[config.mk]
export PLATFORM = sky130hd
export DESIGN_NAME = mesm6_alu_seq
export DESIGN_NICKNAME = d
export VERILOG_FILES = /design/src/rtl/mesm6_alu_seq.sv
export SDC_FILE = /design/constraint.sdc
export NUM_CORES = 1
export LEC_CHECK = 0
export ABC_AREA = 1
export CAP_MARGIN = 20
export CORE_UTILIZATION = 40
export CTS_BUF_LIST = sky130_fd_sc_hd__clkbuf_4
export CTS_CLUSTER_SIZE = 12
export DETAILED_ROUTE_END_ITERATION = 12
export PLACE_DENSITY = 0.76
export SYNTH_ARGS = -nofsm -noshare
export SYNTH_HDL_FRONTEND = slang
export SYNTH_SLANG_ARGS = --single-unit
[constraint.sdc]
create_clock -name clk -period 2.04 [get_ports clk]
set_clock_uncertainty 0.05 [all_clocks]
set_input_delay 0.408 -clock clk [delete_from_list [all_inputs] [get_ports clk]]
set_output_delay 0.408 -clock clk [all_outputs]
set_load 0.05 [all_outputs]
[src/rtl/mesm6_alu_seq.sv]
`timescale 1ns/1ps
`default_nettype none
// +--------------------------------------------------------------------------+
// | mesm6_alu_seq : issue/sequencing stage in front of the MESM-6 ALU        |
// | Rev 1.0                                                                  |
// +--------------------------------------------------------------------------+
`ifndef ALU_OP_WIDTH
`define ALU_OP_WIDTH 6
`endif
`ifndef ALU_NOP
`define ALU_NOP (`ALU_OP_WIDTH'(0))
`endif

module mesm6_alu_seq #(
  parameter int TIMEOUT = 128,
  parameter int CNT_W   = $clog2(TIMEOUT + 1)
) (
  input  logic                     clk,
  input  logic                     rst_n,
  input  logic                     flush,
  input  logic                     req_valid,
  output logic                     req_ready,
  input  logic [`ALU_OP_WIDTH-1:0] req_op,
  input  logic [47:0]              req_a,
  input  logic [47:0]              req_b,
  input  logic                     req_wy,
  input  logic                     req_log,
  input  logic                     req_norm,
  input  logic                     req_round,
  output logic [`ALU_OP_WIDTH-1:0] alu_op,
  output logic [47:0]              alu_a,
  output logic [47:0]              alu_b,
  output logic                     alu_wy,
  output logic                     alu_log,
  output logic                     alu_norm,
  output logic                     alu_round,
  input  logic [47:0]              alu_acc,
  input  logic                     alu_done,
  output logic                     resp_valid,
  input  logic                     resp_ready,
  output logic [47:0]              resp_acc,
  output logic                     resp_zero,
  output logic                     resp_neg,
  output logic                     resp_err,
  output logic                     busy
);

  typedef enum logic [1:0] {
    S_IDLE  = 2'd0,
    S_ISSUE = 2'd1,
    S_RESP  = 2'd2
  } state_t;

  localparam logic [CNT_W-1:0] c_CNT_LAST = CNT_W'(TIMEOUT - 1);

  state_t           r_state;
  logic [CNT_W-1:0] r_cnt;

  // Logical results are whole-word; arithmetic results only look at the 41-bit mantissa field.
  function automatic logic f_zero(input logic [47:0] acc, input logic lg);
    return lg ? (acc == 48'd0) : (acc[40:0] == 41'd0);
  endfunction

  function automatic logic f_neg(input logic [47:0] acc, input logic lg);
    return lg ? 1'b0 : acc[40];
  endfunction

  assign req_ready = (r_state == S_IDLE) && !flush;
  assign busy      = (r_state != S_IDLE);

  always_ff @(posedge clk or negedge rst_n) begin
    if (!rst_n) begin
      r_state    <= S_IDLE;
      r_cnt      <= '0;
      alu_op     <= `ALU_NOP;
      alu_a      <= 48'd0;
      alu_b      <= 48'd0;
      alu_wy     <= 1'b0;
      alu_log    <= 1'b0;
      alu_norm   <= 1'b0;
      alu_round  <= 1'b0;
      resp_valid <= 1'b0;
      resp_acc   <= 48'd0;
      resp_zero  <= 1'b0;
      resp_neg   <= 1'b0;
      resp_err   <= 1'b0;
    end else if (flush) begin
      r_state    <= S_IDLE;
      r_cnt      <= '0;
      alu_op     <= `ALU_NOP;
      alu_wy     <= 1'b0;
      resp_valid <= 1'b0;
      resp_err   <= 1'b0;
    end else begin
      alu_wy <= 1'b0;
      case (r_state)
        S_IDLE: begin
          if (req_valid) begin
            alu_a     <= req_a;
            alu_b     <= req_b;
            alu_log   <= req_log;
            alu_norm  <= req_norm;
            alu_round <= req_round;
            r_cnt     <= '0;
            if (req_op == `ALU_NOP) begin
              // Y-write only: pulse wy for one cycle and answer with operand A.
              alu_op     <= `ALU_NOP;
              alu_wy     <= req_wy;
              resp_acc   <= req_a;
              resp_zero  <= f_zero(req_a, req_log);
              resp_neg   <= f_neg(req_a, req_log);
              resp_err   <= 1'b0;
              resp_valid <= 1'b1;
              r_state    <= S_RESP;
            end else begin
              alu_op  <= req_op;
              r_state <= S_ISSUE;
            end
          end
        end

        S_ISSUE: begin
          if (alu_done) begin
            resp_acc   <= alu_acc;
            resp_zero  <= f_zero(alu_acc, alu_log);
            resp_neg   <= f_neg(alu_acc, alu_log);
            resp_err   <= 1'b0;
            resp_valid <= 1'b1;
            alu_op     <= `ALU_NOP;
            r_state    <= S_RESP;
          end else if (r_cnt == c_CNT_LAST) begin
            resp_acc   <= 48'd0;
            resp_zero  <= 1'b1;
            resp_neg   <= 1'b0;
            resp_err   <= 1'b1;
            resp_valid <= 1'b1;
            alu_op     <= `ALU_NOP;
            r_state    <= S_RESP;
          end else begin
            r_cnt <= r_cnt + 1'b1;
          end
        end

        S_RESP: begin
          if (resp_ready) begin
            resp_valid <= 1'b0;
            resp_err   <= 1'b0;
            r_state    <= S_IDLE;
          end
        end

        default: r_state <= S_IDLE;
      endcase
    end
  end

endmodule

`default_nettype wire
Fig. 1: run 1, M3 wires
Scale: 3 px per um.
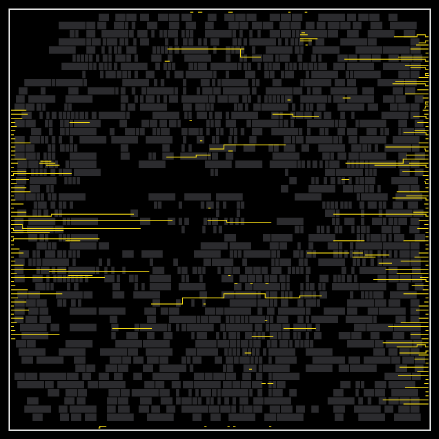
nets with wire on the layer	182
longest straight run	53.6 um
share of all routed wire	5.8%
routed vias: 7005
routing usage on met3: 5.13%
WL final: 22.9 mm

Fig. 2: run 1, nets reached from selected ports
Scale: 3 px per um.
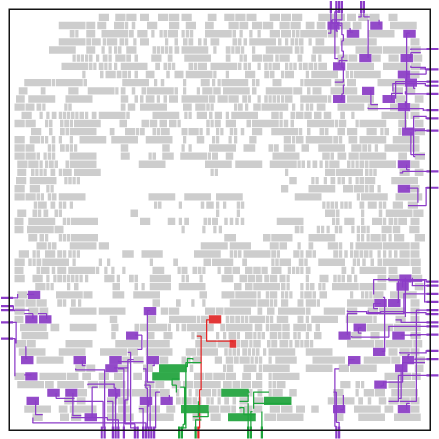
port	colour	bits	direction	end cells	wire
`alu_op`	green	6	output	6	132 um
`req_b`	purple	48	input	48	1140 um
`req_valid`	red	1	input	2	50.2 um
IO buf count: 319
io pins: 320

==> results.toml, run 1 <==
# generated from flow reports
[run_status]
status = "complete, but fails checks"
failed_checks = "negative setup slack"

[finish]
sh_comb_area_pct = 25.9
non_clock_buffer_area_share_pct = 29.8
final_cells = 1462
final_cell_area_um2 = 11400

[setup_path]
cp_cell_sequence = "inv_2 -> ha_4 -> inv_4 -> nor2_4 -> buf_6 -> buf_12"

[power]
power.switching_uw = 9820
totalPowerFinal_uw = 18400
intPower_uw = 8620

[clock_network]
cts-root-buf = "clkbuf_4"
clock-sinks = 168

[logic_synthesis]
ys_cells = 877
ys.flops = 168
yosysTopAreaCell = "dfrtp_1"
ys_types = 29

[sta]
setup_violations = 1
grt_setup_unrepaired = "yes"
layout_setup_ws_ns = -0.0210

[die]
die-area_um2 = 19600

[grt]
grt_pass1_wl_mm = 35.6

[place]
post_dp_cell_area_um2 = 11100
Fig. 3: run 1, clock network drawn from the DEF
Scale: 3 px per um.
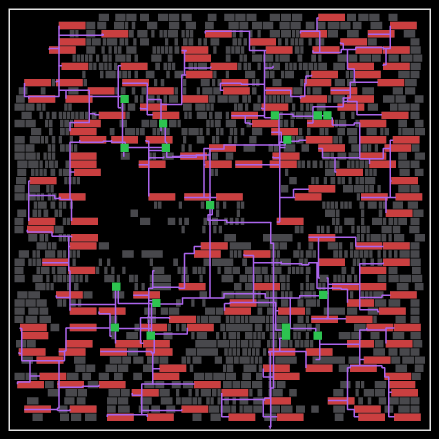
[clock wires] purple | length: 2030 um
[clock-net drivers] green | count: 17
[flip-flops] red | count: 168
flops lie	widely spread
routed clock nets	18
Clock group: 1980 uW
clock share of power: 10.8%

## run 1: state kept, by name, summed over array words and instances (netlist names)
name,flops
alu_a,48
alu_b,48
resp_acc,48
r_cnt,8
alu_op,6
r_state,2
alu_log,1
alu_norm,1
alu_round,1
alu_wy,1
resp_err,1
resp_neg,1
resp_valid,1
resp_zero,1
## run 1: metal layers
metal	global-route usage, %	share of wire (%)	vias up
li1	-	-	3444
met1	28.8	42	3293
met2	41.0	50	236
met3	5.13	5.8	32
met4	7.23	2.3	0
met5	0	0	-
## run 1: worst reg2reg max path, cell delays in order, from the launching register on
cell and delay (ns):
dfrtp_1 0.41, buf_4 0.12, buf_4 0.10, ha_2 0.25, clkinvlp_4 0.18, nor2_4 0.15, nand3_1 0.18, or2_2 0.34
o21ai_0 0.14
## run 1: per-stage QoR
stage / setup WS (ns) / setup TNS, ns
after detailed placement: -0.0844 / -3.26
final: -0.0210 / -0.0210
after global routing: -0.116 / -2.47
after global placement: -0.00498 / -0.0526
after CTS: -0.166 / -0.166
after floorplan: -0.136 / -11.83
## run 1: how the worst max path moves through the flow
stage / slack (ns) / depth (start not counted) / from / to
6_report: -0.02 / 6 / r_state[1] / req_ready
5_1_grt: -0.12 / 6 / r_state[1] / req_ready
4_1_cts: -0.17 / 6 / r_state[1] / req_ready
3_5_place_dp: -0.08 / 8 / flush / resp_acc[20]
3_3_place_gp: -0.005 / 5 / flush / alu_b[3]
2_1_floorplan: -0.14 / 8 / r_state[0] / alu_b[23]
## run 1: repair_timing
action / in CTS / in global routing
hold buffers: 1 / 0
endpoints found under the hold margin: 45 / 0
buffers inserted: 2 / 8
resized: 130 / 27
cloned: 0 / 0
setup endpoints to repair: 130 / 76
pin swaps: 1 / 2
==> inputs of run 2 (changes only) <==
--- a/config.mk
+++ b/config.mk
@@ -9,7 +9,7 @@
 export CAP_MARGIN = 20
 export CORE_UTILIZATION = 40
 export CTS_BUF_LIST = sky130_fd_sc_hd__clkbuf_4
-export CTS_CLUSTER_SIZE = 12
+export CTS_CLUSTER_SIZE = 30
 export DETAILED_ROUTE_END_ITERATION = 12
 export PLACE_DENSITY = 0.76
 export SYNTH_ARGS = -nofsm -noshare
Fig. 4: run 2, nets reached from selected ports
Scale: 3 px per um.
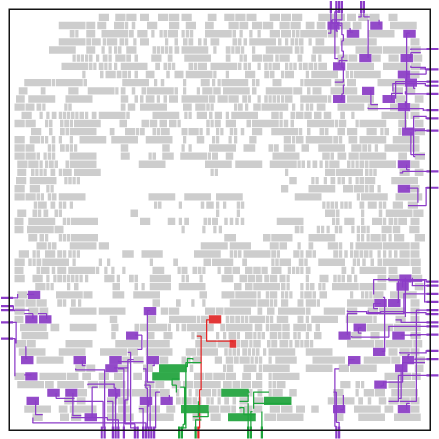
port	colour	bits	direction	end cells	wire
`req_b`	purple	48	input	48	1140 um
`req_valid`	red	1	input	2	50.2 um
`alu_op`	green	6	output	6	132 um

==> run 2 against run 1 <==
  * The flow still finishes with violations (negative setup slack)
  * Via count did not move
  * Wire length did not move
  * Sequential share of layout area did not move
  * Non-clock buffer count did not move
  * Total power did not move
  * Die size did not move
  * Fmax did not move
  * Clock-buffer cell count did not move
  * Cell area did not move
  * Global-route usage did not move
  * Utilization did not move
  * Critical path type unchanged
  * Largest power group unchanged
==> results.toml, run 2 <==
# generated from flow reports
[run_status]
status = "complete, but fails checks"
failed_checks = "negative setup slack"

[sta]
finalSetupTns_ns = -0.0210
layout_setup_ws_ns = -0.0210
grt_setup_unrepaired = "yes"
setup_violations = 1

[die]
die-area_um2 = 19600
io-pin-count = 320
die-height_um = 140
fp_util_pct = 40.8

[clock_network]
cts_htree_levels = 4
clock-sinks = 168
cts-root-buf = "clkbuf_4"

[routing]
route.vias.total = 7005
route.detailed.drc = 0
drt_wl_total_mm = 22.9

[power]
p_clk_uw = 1980
intPower_uw = 8620
totalPowerFinal_uw = 18400
p_clk_share_pct = 10.8
power.switching_uw = 9820

[logic_synthesis]
ys_cells = 877
yosysChipArea_um2 = 7600
edf_count = 0
xor_area_share_pct = 0.115
compound_area_share_pct = 7.71
yosysTopAreaCell = "dfrtp_1"
ys_seq_share_pct = 55.3
ys_types = 29
synth-simple-area-share_pct = 22.2
syn_avg_cell_area_um2 = 8.66
ys.flops = 168

[grt]
grt_start_max_net_pins = 50
grt_pass1_wl_mm = 35.6
overflow = 0

[finish]
num-fill-cells = 1658
largestRegisters = "alu_a (48), alu_b (48), resp_acc (48)"
final_cells = 1462

[setup_path]
cp_cell_sequence = "inv_2 -> ha_4 -> inv_4 -> nor2_4 -> buf_6 -> buf_12"
required_ns = 1.58
cp_num_buf_inv = 4
crit_path_start_kind = "flip-flop"

[place]
portBuffers = 319
Fig. 5: run 2, cells coloured by class
Scale: 2 px per um.
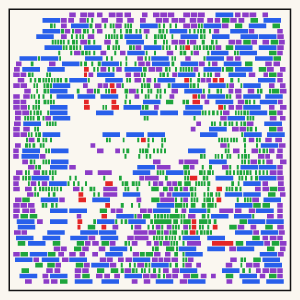
class	colour	cells	share of their area
remaining buffers and delay cells	purple	356	31%
clock drivers and dummy loads	red	32	2.5%
remaining logic cells	green	671	29%
registers	blue	168	38%
Rows: 50
Core ar.: 18600 um^2
final core utilization: 61.2%
sequential cell area share: 36.8%
final instance area: 11400 um^2

## run 2: cell counts in the layout (fill, tap and decap cells not counted)
No cell type changed its count.
## run 2: worst paths after layout
check                                to  cells after the start  slack [ns]    startpoint
setup / recovery              req_ready                      6       -0.02    r_state[1]
hold / removal                alu_op[2]                      2        0.30         rst_n
setup reg to reg               r_cnt[0]                      8        0.02    r_state[0]
hold reg to reg            resp_acc[24]                      2        0.44  resp_acc[24]
max in group asynchronous     alu_a[35]                      3        1.00         rst_n
min in group clk                 alu_wy                      2        0.34        req_wy
## run 2: metal layers
metal  share of wire, %  wire, um  track usage [%]
met5                  0         0                0
met4                2.3       526             7.23
met3                5.8      1320             5.13
met2                 50     11300             41.0
met1                 42      9690             28.8
## run 2: final cells by class
class                      instances  area share, %
tap                              234           2.56
clock inverter                    15           1.36
inverter                          73           2.47
clock buffer                      17           1.12
sequential                       168           36.8
multi-input combinational        598           25.9
antenna                            1         0.0219
timing repair buffer             356           29.8
## run 2: logic make-up after synthesis
family,count (synthesis)
AND/OR/NAND/NOR,427
flip-flops,168
AND-OR/OR-AND,114
buffers and inverters,111
multiplexers,52
adder cells (fa/ha/maj),4
XOR/XNOR,1
## run 2: through the flow
| step | worst slack, ns | area, um^2 | hold slack [ns] |
|---|---|---|---|
| after floorplan | -0.136 | 7600 | 0.0624 |
| after global placement | -0.00498 | 11100 | 0.336 |
| after detailed placement | -0.0844 | 11100 | 0.341 |
| after CTS | -0.166 | 11300 | 0.271 |
| after global routing | -0.116 | 11400 | 0.272 |
| final | -0.0210 | 11400 | 0.301 |
## run 2: timing repair
action	CTS	global route
buffers inserted	2	8
hold endpoints to repair	45	0
gates resized	130	27
pin swaps	1	2
setup endpoints to repair	130	76
hold buffers	1	0
Power and IR drop assume default switching activity.
